File: config.mk
export PLATFORM = sky130hd
export DESIGN_NAME = seq_det_arbiter
export DESIGN_NICKNAME = d
export VERILOG_FILES = /design/src/rtl/seq_det_arbiter_pkg.sv /design/src/rtl/seq_det_arbiter_rr_arbiter.sv /design/src/rtl/seq_det_arbiter.sv
export SDC_FILE = /design/constraint.sdc
export NUM_CORES = 1
export LEC_CHECK = 0
export ABC_AREA = 0
export CELL_PAD_IN_SITES_DETAIL_PLACEMENT = 1
export CELL_PAD_IN_SITES_GLOBAL_PLACEMENT = 2
export CORE_MARGIN = 8
export CORE_UTILIZATION = 32
export CTS_CLUSTER_DIAMETER = 80
export DETAILED_ROUTE_END_ITERATION = 12
export PLACE_DENSITY = 0.89
export SYNTH_ARGS = -nofsm -noshare
export SYNTH_HDL_FRONTEND = slang
export SYNTH_SLANG_ARGS = --single-unit
File: constraint.sdc
create_clock -name clk -period 2.7 [get_ports clk]
set_input_delay 0.54 -clock clk [delete_from_list [all_inputs] [get_ports clk]]
set_output_delay 0.54 -clock clk [all_outputs]
set_load 0.1 [all_outputs]
File: src/rtl/seq_det_arbiter_pkg.sv
// Shared types for the round-robin serial pattern detector: FSM state encoding,
// default pattern and the ring-index helper used by the arbiter search.
package seq_det_arbiter_pkg;

  typedef enum logic [1:0] {
    ST_IDLE   = 2'd0,
    ST_STREAM = 2'd1,
    ST_DONE   = 2'd2
  } state_e;

  localparam logic [3:0] PAT_RST_DEFAULT = 4'b1011;

  // Position 'off' steps after 'base' on a ring of n requesters.
  function automatic int rr_index(input int base, input int off, input int n);
    return (base + off) % n;
  endfunction

endpackage

File: src/rtl/seq_det_arbiter_rr_arbiter.sv
// Combinational round-robin search: first set request strictly after the pointer,
// wrapping, returned as one-hot plus index. The parent registers the result.
module rr_arbiter
  import seq_det_arbiter_pkg::*;
#(
  parameter int NREQ  = 4,
  parameter int IDX_W = $clog2(NREQ)
) (
  input  logic [NREQ-1:0]  req,
  input  logic [IDX_W-1:0] ptr,
  output logic [NREQ-1:0]  gnt,
  output logic [IDX_W-1:0] idx,
  output logic             valid
);

  always_comb begin
    gnt   = '0;
    idx   = '0;
    valid = 1'b0;
    // Offset NREQ lands back on the pointer itself, so it is the last choice.
    for (int k = 1; k <= NREQ; k++) begin
      if (!valid && req[rr_index(int'(ptr), k, NREQ)]) begin
        valid = 1'b1;
        idx   = IDX_W'(rr_index(int'(ptr), k, NREQ));
        gnt[rr_index(int'(ptr), k, NREQ)] = 1'b1;
      end
    end
  end

endmodule

File: src/rtl/seq_det_arbiter.sv
// One serial pattern detector shared round-robin between NREQ bit sources, one
// fixed-length frame per grant, with per-bit match pulses and a per-frame summary.
module seq_det_arbiter
  import seq_det_arbiter_pkg::*;
#(
  parameter int               NREQ      = 4,
  parameter int               FRAME_LEN = 8,
  parameter int               PAT_W     = 4,
  parameter logic [PAT_W-1:0] PAT_RST   = PAT_W'(PAT_RST_DEFAULT),
  parameter int               CNT_W     = 4
) (
  input  logic                     clk,
  input  logic                     reset,
  input  logic [NREQ-1:0]          req,
  input  logic [NREQ-1:0]          bit_in,
  input  logic                     pat_wr,
  input  logic [PAT_W-1:0]         pat_in,
  output logic [NREQ-1:0]          grant,
  output logic                     busy,
  output logic                     match,
  output logic                     frame_done,
  output logic [$clog2(NREQ)-1:0]  frame_id,
  output logic [CNT_W-1:0]         frame_hits,
  output logic                     aborted,
  output logic                     cfg_err
);

  localparam int IDX_W  = $clog2(NREQ);
  localparam int BCNT_W = $clog2(FRAME_LEN + 1);

  state_e             r_state;
  logic [IDX_W-1:0]   r_ptr;
  logic [PAT_W-1:0]   r_pat;
  logic [PAT_W-1:0]   r_shift;
  logic [BCNT_W-1:0]  r_bcnt;
  logic [CNT_W-1:0]   r_hits;
  logic [NREQ-1:0]    r_grant;
  logic               r_match;
  logic               r_frame_done;
  logic [IDX_W-1:0]   r_frame_id;
  logic [CNT_W-1:0]   r_frame_hits;
  logic               r_aborted;
  logic               r_cfg_err;

  logic [NREQ-1:0]    w_arb_gnt;
  logic [IDX_W-1:0]   w_arb_idx;
  logic               w_arb_valid;
  logic               w_bit;
  logic               w_req_live;
  logic [PAT_W-1:0]   w_shift_next;
  logic [BCNT_W-1:0]  w_bcnt_next;
  logic               w_hit;
  logic [CNT_W-1:0]   w_hits_next;
  logic               w_last_bit;

  rr_arbiter #(
    .NREQ  (NREQ),
    .IDX_W (IDX_W)
  ) u_arb (
    .req   (req),
    .ptr   (r_ptr),
    .gnt   (w_arb_gnt),
    .idx   (w_arb_idx),
    .valid (w_arb_valid)
  );

  assign w_bit        = bit_in[r_ptr];
  assign w_req_live   = req[r_ptr];
  assign w_shift_next = {r_shift[PAT_W-2:0], w_bit};
  assign w_bcnt_next  = r_bcnt + 1'b1;
  // Shift register is cleared per frame, so the count guard stops zero-fill false hits.
  assign w_hit        = (w_bcnt_next >= BCNT_W'(PAT_W)) && (w_shift_next == r_pat);
  assign w_hits_next  = (w_hit && (r_hits != {CNT_W{1'b1}})) ? r_hits + 1'b1 : r_hits;
  assign w_last_bit   = (w_bcnt_next == BCNT_W'(FRAME_LEN));

  always_ff @(posedge clk) begin
    if (!reset) begin
      r_state      <= ST_IDLE;
      r_ptr        <= IDX_W'(NREQ - 1);
      r_pat        <= PAT_RST;
      r_shift      <= '0;
      r_bcnt       <= '0;
      r_hits       <= '0;
      r_grant      <= '0;
      r_match      <= 1'b0;
      r_frame_done <= 1'b0;
      r_frame_id   <= '0;
      r_frame_hits <= '0;
      r_aborted    <= 1'b0;
      r_cfg_err    <= 1'b0;
    end else begin
      r_match      <= 1'b0;
      r_frame_done <= 1'b0;
      r_cfg_err    <= 1'b0;
      case (r_state)
        ST_IDLE: begin
          if (pat_wr) r_pat <= pat_in;
          if (w_arb_valid) begin
            r_state <= ST_STREAM;
            r_grant <= w_arb_gnt;
            r_ptr   <= w_arb_idx;
            r_shift <= '0;
            r_bcnt  <= '0;
            r_hits  <= '0;
          end
        end
        ST_STREAM: begin
          if (pat_wr) r_cfg_err <= 1'b1;
          if (!w_req_live) begin
            r_state      <= ST_DONE;
            r_grant      <= '0;
            r_frame_done <= 1'b1;
            r_frame_id   <= r_ptr;
            r_frame_hits <= r_hits;
            r_aborted    <= 1'b1;
          end else begin
            r_shift <= w_shift_next;
            r_bcnt  <= w_bcnt_next;
            r_hits  <= w_hits_next;
            r_match <= w_hit;
            if (w_last_bit) begin
              r_state      <= ST_DONE;
              r_grant      <= '0;
              r_frame_done <= 1'b1;
              r_frame_id   <= r_ptr;
              r_frame_hits <= w_hits_next;
              r_aborted    <= 1'b0;
            end
          end
        end
        ST_DONE: begin
          if (pat_wr) r_cfg_err <= 1'b1;
          r_state <= ST_IDLE;
        end
        default: r_state <= ST_IDLE;
      endcase
    end
  end

  assign grant      = r_grant;
  assign busy       = (r_state != ST_IDLE);
  assign match      = r_match;
  assign frame_done = r_frame_done;
  assign frame_id   = r_frame_id;
  assign frame_hits = r_frame_hits;
  assign aborted    = r_aborted;
  assign cfg_err    = r_cfg_err;

endmodule

Signal metal coverage by tile:
The bar under the picture is 20 um long. 19 x 19 tiles, from dark blue (low) to red (high), scaled to the fullest tile. Values are wire area over tile area, all layers added.
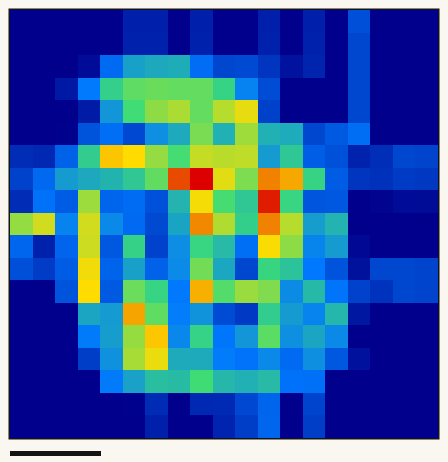
The emptiest ninth of the die: top right. The mean over all tiles is 0.091. The densest ninth of the die: middle. 16% of the tiles are over half the peak. 34% of the tiles are nearly empty. The fullest tile reaches 0.41.
WL final: 5200 um
total track usage: 0.122

Cell sizes after repair:
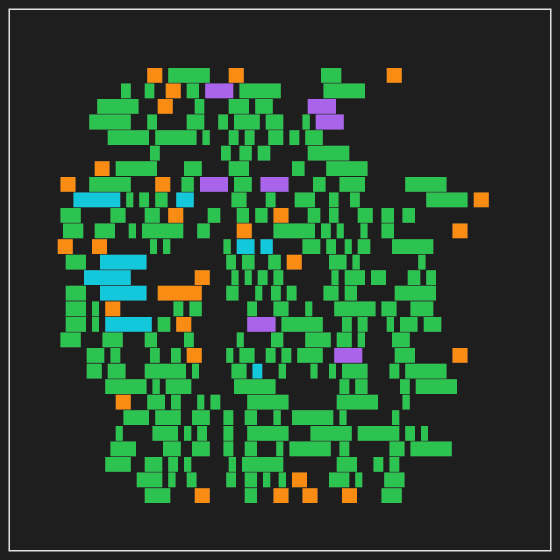
Cyan stands for x2, cells 9. Green stands for x1 and smaller, cells 220. Purple stands for x6 and larger, cells 7. Orange stands for x3 and x4, cells 28.
Signal buffers: 41
Area growth syn-to-layout: 24.0%
final worst slack: 0.282 ns
post-route design area: 2440 sq um

Cell area per tile:
The bar under the picture is 20 um long. 9 x 9 tiles, from dark blue (low) to red (high), 0 to 100% covered.
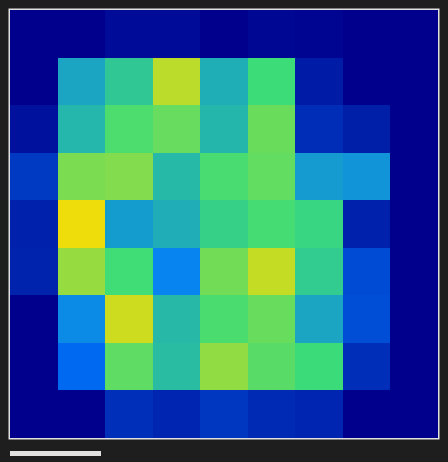
The densest ninth of the die: middle. The mean over all tiles is 26%. The emptiest ninth of the die: top right. The fullest tile reaches 73%.
Core ar.: 5920 sq um
final core area utilization: 0.412

Placed cells, one color a class:
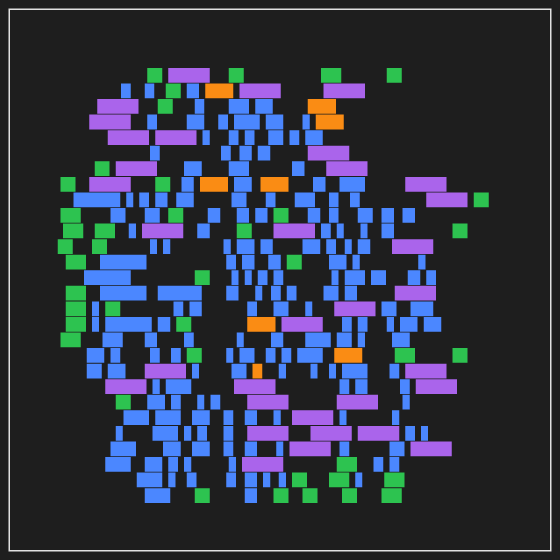
Orange stands for clock drivers and dummy loads, cells 8, share of their area 4.3%. Purple stands for registers, cells 33, share of their area 28%. Blue stands for remaining logic cells, cells 182, share of their area 53%. Green stands for remaining buffers and delay cells, cells 41, share of their area 15%.
flop share of the area: 0.271
Site Rows: 28

==> impl_metrics.tcl <==
# flow metrics
set metrics [dict create \
    status "finished, final reports clean" \
    h-tree-depth 2 \
    edf_count 0 \
    holdCritPathClass "flip-flop to flip-flop" \
    grt_setup_unrepaired "false" \
    setup_viol 0 \
    synth_flops 33 \
    n_antenna_cell 0 \
    worstSetupPathType "flip-flop to flip-flop" \
    power_mw 2.89 \
    reg2reg_slack_ns 0.28 \
    dieArea_sq_um 8910 \
    post-route-min-period_ns 2.42 \
    cp.arrival_ns 2.64 \
    synth_top_area_share 0.336 \
    cts_buffers 5 \
    clk_latency_ns 0.29 \
    critPathLaunchType "flip-flop" \
    maxSlewHeadroom 0.682 \
    grt_pass1_wl_um 8760 \
    max-vdd-ir-drop_uv 618 \
    clockBufferDepth 2 \
    top_cells_by_count "dfxtp_1 (33), nand2_1 (24), a21oi_1 (18), nand3_1 (17)" \
    grt_overflow 0 \
    die_h_um 94.4 \
    ys_chip_area_sq_um 1970 \
    synthFlopType "dfxtp_1" \
    top_area_cell "dfxtp_1" \
    routed_via_density 5.28 \
    fin_crit_sh 0.895 \
    synth.distinct_cells 41 \
    fmax_mhz 414 \
    drive_above_1_share 0.167 \
    nets 291 \
    drv_slew 0 \
    port_buffers 29 \
    post_cts_buffers 0 \
    cts_hold_buf 0 \
    ant_nets 0 \
    syn_nets 255 \
    tightest_slew_ns 0.477 \
    yosysSeqAreaShare 0.336 \
    die_x_um 94.4 \
    synthArstFlopShare 0 \
    grt_start_max_net_pins 25 \
    routedWlPerCell_um 15.4 \
    warnings 35 \
    fp_util 0.332 \
]
where the power goes:
group,internal (mW),switching (mW)
sequential,0.603,0.0796
combinational,0.566,1.23
clock,0.231,0.186
total,1.40,1.49
final timing paths:
kind	cells past startpoint	endpoint	from
max	8	r_bcnt[3]	r_ptr[0]
min	2	grant[3]	grant[3]
max reg2reg	8	r_bcnt[3]	r_ptr[0]
min reg2reg	2	grant[3]	grant[3]
flip-flops by register name, summed over array words and instances, names as in the netlist, 2 cells and up:
signal,flops
r_bcnt,4
frame_hits,4
r_hits,4
r_state,2
r_ptr,2
grant,4
r_pat,4
r_shift,3
frame_id,2
kinds of logic after synthesis:
logic type      count (synthesis)  share of synthesized area
simple gates                   77                      0.203
compound gates                 64                      0.216
flops                          33                      0.336
buf+inv                        25                     0.0586
fa+ha+maj                      13                     0.0828
mux                             8                     0.0726
xor+xnor                        7                     0.0312
routing by layer:
layer,vias up,track usage,share of wire
met1,856,0.157,0.49
met4,0,0.0396,0.013
li1,896,-,-
met2,32,0.195,0.46
met5,-,0,0
met3,6,0.0310,0.039
through the flow:
step	hold slack, ns	std cells	instance area, sq um
after floorplan	0.443	227	1970
after global placement	0.444	331	2340
after detailed placement	0.459	331	2340
after CTS	0.469	339	2440
after global routing	0.490	339	2440
final	0.464	339	2440
critical path: stages (launching register included):
cell and delay (ns):
dfxtp_1 0.44, inv_1 0.18, ha_1 0.43, mux4_2 0.38, nor4_4 0.33, or3_1 0.22
buf_4 0.17, a22oi_1 0.09, nor2b_1 0.12
layout by cell type (no fill, tap or decap), drive strengths merged, types with 2 or more instances in the layout:
cell / netlist / routed
mux2i: 3 / 3
a22oi: 2 / 2
and2: 6 / 6
buf: 5 / 27
a21boi: 8 / 8
xnor2: 7 / 7
a31oi: 2 / 2
clkdlybuf4s50: 0 / 14
nand2: 25 / 25
a21oi: 18 / 18
nand4: 2 / 2
ha: 13 / 13
o211ai: 3 / 3
dfxtp: 33 / 33
a31o: 3 / 3
a41o: 2 / 2
nor4: 2 / 2
a311oi: 2 / 2
a221oi: 6 / 6
mux4: 5 / 5
nor3: 3 / 3
clkbuf: 7 / 7
nor2: 6 / 6
o21ai: 11 / 11
inv: 13 / 13
nand3: 17 / 17
o22ai: 4 / 4
and3: 8 / 8
nor2b: 5 / 5
final cells by class:
| cell class | instances | area, sq um |
|---|---|---|
| Multi-Input combinational cell | 169 | 1190 |
| Inverter | 13 | 48.8 |
| Clock buffer | 7 | 96.3 |
| Sequential cell | 33 | 661 |
| Fill cell | 700 | 3480 |
| Timing Repair Buffer | 41 | 343 |
| Tap cell | 75 | 93.8 |
| Clock inverter | 1 | 5.00 |
Power figures rest on the tool's default switching activity, not on a simulated workload.
